$ cat src/rtl/fetch_ctrl_pkg.sv
// Shared definitions for the fetch/decode sequencer: state encoding, trap
// cause codes and the sequential PC increment.
package fetch_ctrl_pkg;

  typedef enum logic [2:0] {
    ST_IDLE = 3'd0,
    ST_REQ  = 3'd1,
    ST_DEC  = 3'd2,
    ST_OUT  = 3'd3,
    ST_TRAP = 3'd4
  } state_e;

  localparam logic [1:0] CAUSE_NONE     = 2'b00;
  localparam logic [1:0] CAUSE_ILLEGAL  = 2'b01;
  localparam logic [1:0] CAUSE_TIMEOUT  = 2'b10;
  localparam logic [1:0] CAUSE_MISALIGN = 2'b11;

  localparam logic [31:0] PC_INCR = 32'd4;

endpackage

$ cat src/rtl/fetch_timeout_counter.sv
// Counts consecutive un-acked fetch cycles; expired_o flags the cycle in which
// the count would reach TIMEOUT_CYCLES.
module fetch_timeout_counter #(
  parameter int unsigned TIMEOUT_CYCLES = 255
) (
  input  logic clk,
  input  logic rst_n,
  input  logic clr_i,
  input  logic en_i,
  output logic expired_o
);

  localparam int unsigned W = $clog2(TIMEOUT_CYCLES + 1);
  localparam logic [W-1:0] LAST = W'(TIMEOUT_CYCLES - 1);

  logic [W-1:0] cnt_q, cnt_d;

  // Combinational so the trap is taken on the edge that ends the last allowed cycle.
  assign expired_o = en_i && (cnt_q == LAST);

  always_comb begin
    cnt_d = cnt_q;
    if (clr_i)     cnt_d = '0;
    else if (en_i) cnt_d = cnt_q + W'(1);
  end

  // NOTE: sequential state uses non-blocking assignments only; blocking here
  // would let readers in other always_ff blocks see a half-updated value.
  always_ff @(posedge clk or negedge rst_n) begin
    if (!rst_n) cnt_q <= '0;
    else        cnt_q <= cnt_d;
  end

endmodule

$ cat src/rtl/fetch_decode_ctrl.sv
// Fetch/decode sequencer: owns the PC, fetches over req/ack, filters illegal
// words and hands instructions to execute. Optional perf counters: FETCH_PERF_CNT_EN.
module fetch_decode_ctrl
  import fetch_ctrl_pkg::*;
#(
  parameter logic [31:0] RESET_PC       = 32'h0000_0000,
  parameter int unsigned TIMEOUT_CYCLES = 255
) (
  input  logic        clk,
  input  logic        rst_n,
  input  logic        start,
  output logic        imem_req,
  output logic [31:0] imem_addr,
  input  logic        imem_ack,
  input  logic [31:0] imem_rdata,
  output logic [31:0] dec_instruction,
  input  logic        dec_invalid,
  output logic        out_valid,
  input  logic        out_ready,
  output logic [31:0] out_instruction,
  output logic [31:0] out_pc,
  input  logic        redirect_valid,
  input  logic [31:0] redirect_pc,
  output logic        trap,
  output logic [1:0]  trap_cause,
  output logic [31:0] trap_pc,
  output logic [31:0] perf_retired,
  output logic [31:0] perf_stall
);

  state_e      state_q, state_d;
  logic [31:0] pc_q, pc_d;
  logic [31:0] addr_q, addr_d;
  logic [31:0] instr_q, instr_d;
  logic        pend_q, pend_d;
  logic [1:0]  cause_q, cause_d;
  logic [31:0] tpc_q, tpc_d;

  logic        take_trap;
  logic [1:0]  trap_cause_sel;
  logic [31:0] trap_pc_sel;
  logic        redir_misaligned;
  logic        tmo_expired;
  logic        handshake;

  assign redir_misaligned = redirect_valid && (redirect_pc[1:0] != 2'b00);
  assign handshake        = out_valid && out_ready;

  fetch_timeout_counter #(
    .TIMEOUT_CYCLES(TIMEOUT_CYCLES)
  ) u_tmo (
    .clk      (clk),
    .rst_n    (rst_n),
    .clr_i    ((state_q != ST_REQ) || imem_ack),
    .en_i     ((state_q == ST_REQ) && !imem_ack),
    .expired_o(tmo_expired)
  );

  always_comb begin
    // NOTE: every _d gets a default first so no path infers a latch.
    state_d        = state_q;
    pc_d           = pc_q;
    instr_d        = instr_q;
    pend_d         = pend_q;
    cause_d        = cause_q;
    tpc_d          = tpc_q;
    take_trap      = 1'b0;
    trap_cause_sel = CAUSE_NONE;
    trap_pc_sel    = pc_q;

    case (state_q)
      ST_IDLE: if (start) state_d = ST_REQ;

      ST_REQ: begin
        if (imem_ack) instr_d = imem_rdata;
        if (redir_misaligned) begin
          take_trap      = 1'b1;
          trap_cause_sel = CAUSE_MISALIGN;
          trap_pc_sel    = redirect_pc;
        end else begin
          if (redirect_valid) pc_d = redirect_pc;
          if (imem_ack) begin
            // A word fetched before a redirect took effect is stale: re-fetch.
            pend_d  = 1'b0;
            state_d = (redirect_valid || pend_q) ? ST_REQ : ST_DEC;
          end else if (tmo_expired) begin
            take_trap      = 1'b1;
            trap_cause_sel = CAUSE_TIMEOUT;
          end else if (redirect_valid) begin
            pend_d = 1'b1;
          end
        end
      end

      ST_DEC: begin
        if (redir_misaligned) begin
          take_trap      = 1'b1;
          trap_cause_sel = CAUSE_MISALIGN;
          trap_pc_sel    = redirect_pc;
        end else if (redirect_valid) begin
          pc_d    = redirect_pc;
          state_d = ST_REQ;
        end else if (dec_invalid) begin
          take_trap      = 1'b1;
          trap_cause_sel = CAUSE_ILLEGAL;
        end else begin
          state_d = ST_OUT;
        end
      end

      ST_OUT: begin
        if (redir_misaligned) begin
          take_trap      = 1'b1;
          trap_cause_sel = CAUSE_MISALIGN;
          trap_pc_sel    = redirect_pc;
        end else if (redirect_valid) begin
          // Redirect beats sequential advance even when the word is consumed.
          pc_d    = redirect_pc;
          state_d = ST_REQ;
        end else if (out_ready) begin
          pc_d    = pc_q + PC_INCR;
          state_d = ST_REQ;
        end
      end

      ST_TRAP: begin
        if (start) begin
          pc_d    = RESET_PC;
          cause_d = CAUSE_NONE;
          tpc_d   = '0;
          state_d = ST_REQ;
        end
      end

      default: state_d = ST_IDLE;
    endcase

    if (take_trap) begin
      state_d = ST_TRAP;
      cause_d = trap_cause_sel;
      tpc_d   = trap_pc_sel;
      pend_d  = 1'b0;
    end
  end

  // The fetch address is frozen while a request is outstanding.
  assign addr_d = ((state_q == ST_REQ) && !imem_ack) ? addr_q : pc_d;

  always_ff @(posedge clk or negedge rst_n) begin
    if (!rst_n) begin
      state_q <= ST_IDLE;
      pc_q    <= RESET_PC;
      addr_q  <= RESET_PC;
      instr_q <= '0;
      pend_q  <= 1'b0;
      cause_q <= CAUSE_NONE;
      tpc_q   <= '0;
    end else begin
      state_q <= state_d;
      pc_q    <= pc_d;
      addr_q  <= addr_d;
      instr_q <= instr_d;
      pend_q  <= pend_d;
      cause_q <= cause_d;
      tpc_q   <= tpc_d;
    end
  end

  assign imem_req        = (state_q == ST_REQ);
  assign imem_addr       = addr_q;
  assign dec_instruction = instr_q;
  assign out_valid       = (state_q == ST_OUT);
  assign out_instruction = instr_q;
  assign out_pc          = out_valid ? pc_q : '0;
  assign trap            = (state_q == ST_TRAP);
  assign trap_cause      = cause_q;
  assign trap_pc         = tpc_q;

`ifdef FETCH_PERF_CNT_EN
  logic [31:0] retired_q, stall_q;

  always_ff @(posedge clk or negedge rst_n) begin
    if (!rst_n) begin
      retired_q <= '0;
      stall_q   <= '0;
    end else begin
      if (handshake && (retired_q != '1))            retired_q <= retired_q + 32'd1;
      if (out_valid && !out_ready && (stall_q != '1)) stall_q   <= stall_q + 32'd1;
    end
  end

  assign perf_retired = retired_q;
  assign perf_stall   = stall_q;
`else
  assign perf_retired = '0;
  assign perf_stall   = '0;
`endif

endmodule

$ cat config.mk
export PLATFORM = sky130hd
export DESIGN_NAME = fetch_decode_ctrl
export DESIGN_NICKNAME = d
export VERILOG_FILES = /design/src/rtl/fetch_ctrl_pkg.sv /design/src/rtl/fetch_timeout_counter.sv /design/src/rtl/fetch_decode_ctrl.sv
export SDC_FILE = /design/constraint.sdc
export NUM_CORES = 1
export LEC_CHECK = 0
export ABC_CLOCK_PERIOD_IN_PS = 2400
export CORE_MARGIN = 1.5
export CORE_UTILIZATION = 29
export CTS_CLUSTER_DIAMETER = 60
export DETAILED_ROUTE_END_ITERATION = 10
export SLEW_MARGIN = 20
export SYNTH_ARGS = -nofsm -noshare
export SYNTH_HDL_FRONTEND = slang
export SYNTH_SLANG_ARGS = --single-unit
$ cat constraint.sdc
create_clock -name clk -period 2.4 [get_ports clk]
set_input_delay 0.24 -clock clk [delete_from_list [all_inputs] [get_ports clk]]
set_output_delay 0.24 -clock clk [all_outputs]
set_load 0.05 [all_outputs]
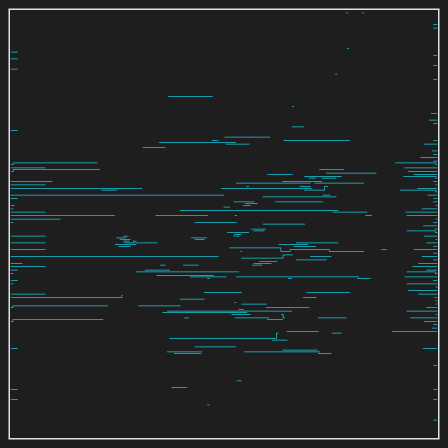
Figure 1: run 1, met3 routing.
main direction = horizontal
wire length on this layer = 2240 um
nets with wire on the layer = 174
longest straight run = 84.9 um
share of all routed wire = 8.0%
vias: 7383
final WL: 27.97 mm
GR Layer Usage met3: 0.05575

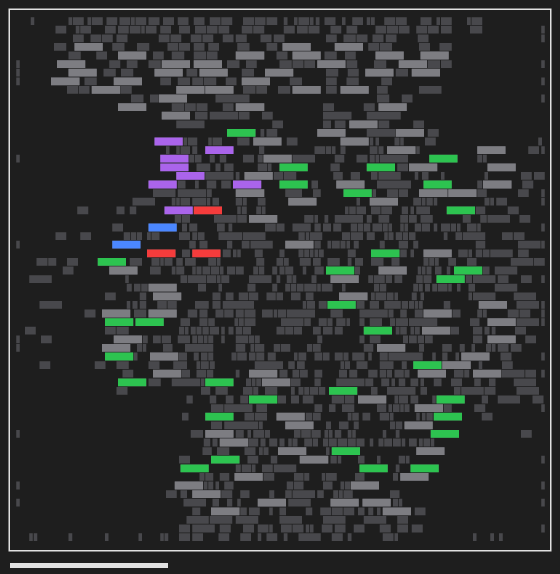
Figure 2: run 1, sequential cells coloured by netlist name.
The bar under the picture is 50 um long.
purple -> `u_tmo.cnt_q`  # placed flops 8
green -> `imem_addr`  # placed flops 32
red -> `state_q`  # placed flops 3
blue -> `trap_cause`  # placed flops 2
not coloured = 97
sequential power: 4.16 mW
sequential cell area share: 0.2953
post-layout util: 0.4331

==> qor.yml, run 1 <==
syn_area_um2: 8164
status: "completed"
fin_crit_ps: 2300
fillers: 2683
synth-xor-area-share: 0.01716
worstPathMaxFanout: 23
n_sequential_cell: 142
dp_hpwl_mm: 21.18
route.met3.wl_mm: 2.243
pwr_density_cell_nw_per_um2: 1385
most_common_cell: "dfrtp_1"
routed-wl-met2_mm: 12.92
first_global_vias: 7052
fp_util: 0.2939
cp-start-kind: "flip-flop"
grt_max_degree: 72
logic_family: "AND-OR/OR-AND gates"
wl_per_cell_um: 18.65
grt_usage: 0.1926
synthTopCellsByCount: "dfrtp_1 (142), buf_4 (96), nand2_1 (92)"
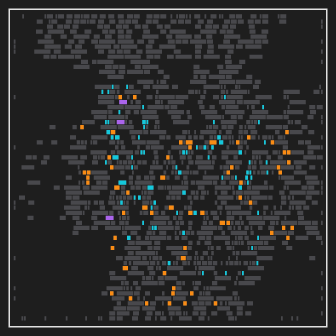
Figure 3: run 1, logic cells by family.
purple -> adder and majority cells  # cells 3, most used ha_1
orange -> AND and OR gates  # cells 59, most used and2_1
cyan -> NOR gates  # cells 71, most used nor2_1
combinational share of cell area: 0.3198
Non-Filler Instances: 1500
most frequent logic cell in the layout: clkdlybuf4s50_1

==> inputs of run 2 (changes only) <==
--- a/config.mk
+++ b/config.mk
@@ -5,7 +5,7 @@
 export SDC_FILE = /design/constraint.sdc
 export NUM_CORES = 1
 export LEC_CHECK = 0
-export ABC_CLOCK_PERIOD_IN_PS = 2400
+export ABC_CLOCK_PERIOD_IN_PS = 1950
 export CORE_MARGIN = 1.5
 export CORE_UTILIZATION = 29
 export CTS_CLUSTER_DIAMETER = 60
==> constraint.sdc (replaced) <==
create_clock -name clk -period 1.95 [get_ports clk]
set_input_delay 0.195 -clock clk [delete_from_list [all_inputs] [get_ports clk]]
set_output_delay 0.195 -clock clk [all_outputs]
set_load 0.05 [all_outputs]
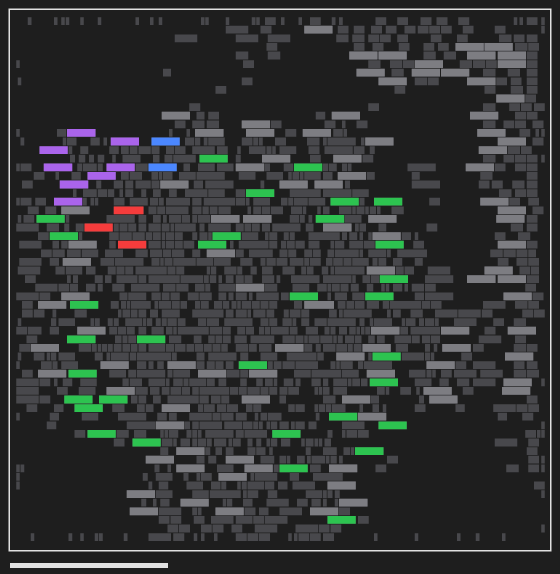
Figure 4: run 2, sequential cells coloured by netlist name.
The bar under the picture is 50 um long.
red -> `state_q`  # placed flops 3
blue -> `trap_cause`  # placed flops 2
purple -> `u_tmo.cnt_q`  # placed flops 8
green -> `imem_addr`  # placed flops 32
register cell area after layout: 3556 um^2
post-layout util: 0.5136

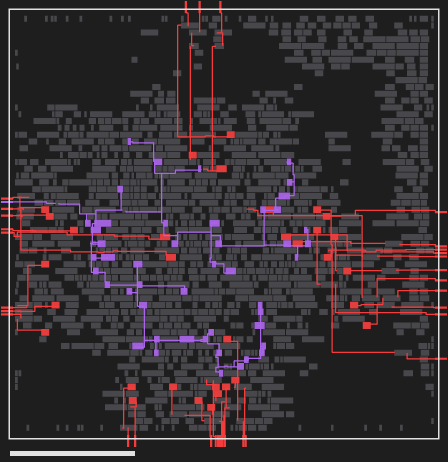
Figure 5: run 2, I/O nets highlighted.
The bar under the picture is 50 um long.
red -> `out_pc`  # bits 32, direction output, end cells 32, buffers 34, wire 1370 um
purple -> `redirect_valid`  # bits 1, direction input, end cells 51, buffers 3, wire 554 um
I/O pin count: 300
buffers added on ports: 235

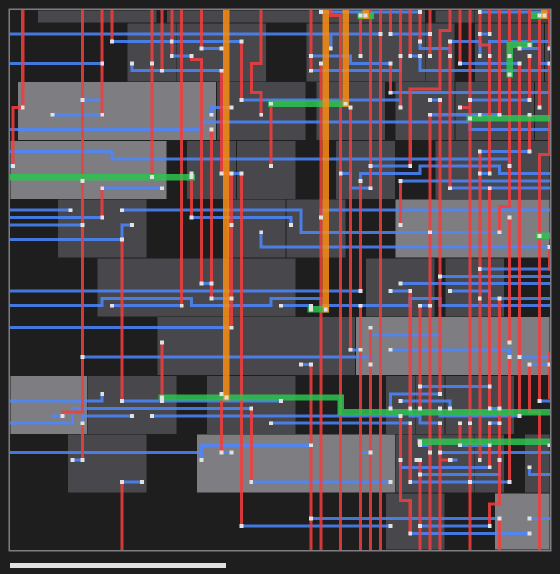
Figure 6: run 2, zoomed window.
The bar under the picture is 10 um long. Region (30, 30) to (55, 55) um. Cells in grey, sequential cells in the stronger grey; small squares are vias.
blue -> met1
green -> met3
red -> met2
orange -> met4
sequential cells in the window = 5
most frequent = buf_4 (7), dfrtp_1 (5), mux2_2 (3)
cells with their middle in the window = 34
netlist names of flops here include = `pc_q` (3), `imem_addr` (2)

==> run 2 against run 1 <==
  * The run now ends with negative setup slack left
  * First-iteration DRC count rose by 14%
  * Combinational power up 55%
  * Routed wire length up 20%
  * Cell count up 8.3%
  * Synthesized cell count stayed put
  * Largest power group unchanged
  * Highest routed layer unchanged
==> qor.yml, run 2 <==
cp-start-kind: "flip-flop"
routed-wl-met2_mm: 15.86  # +23%
setup_viol: 89
worst_slack_ps: -217.9
pg_seq_mw: 5.08  # +22%
worstPathMaxFanout: 4  # -83%
n_sequential_cell: 142  # unchanged
dp_hpwl_mm: 22.35  # +5.5%
violations: "negative setup slack"
num_vias: 8443  # +14%
pwr_density_cell_nw_per_um2: 1618  # +17%
grt_max_degree: 46  # -36%
fp_util: 0.2939  # unchanged
synthTopCellsByCount: "dfrtp_1 (142), buf_4 (96), nand2_1 (92)"
seq_share: 0.2492  # -0.04610
fillers: 2438  # -9.1%
fin_crit_ps: 2168
comb_area_frac: 0.3330  # +0.01310
layout_top_cell: "clkdlybuf4s50_1"
syn_area_um2: 8164  # unchanged
routed_wl_mm: 33.70  # +20%
status: "finished, violations left"
most_common_cell: "dfrtp_1"
No activity file was given, so power comes from the tool's default toggle rates.
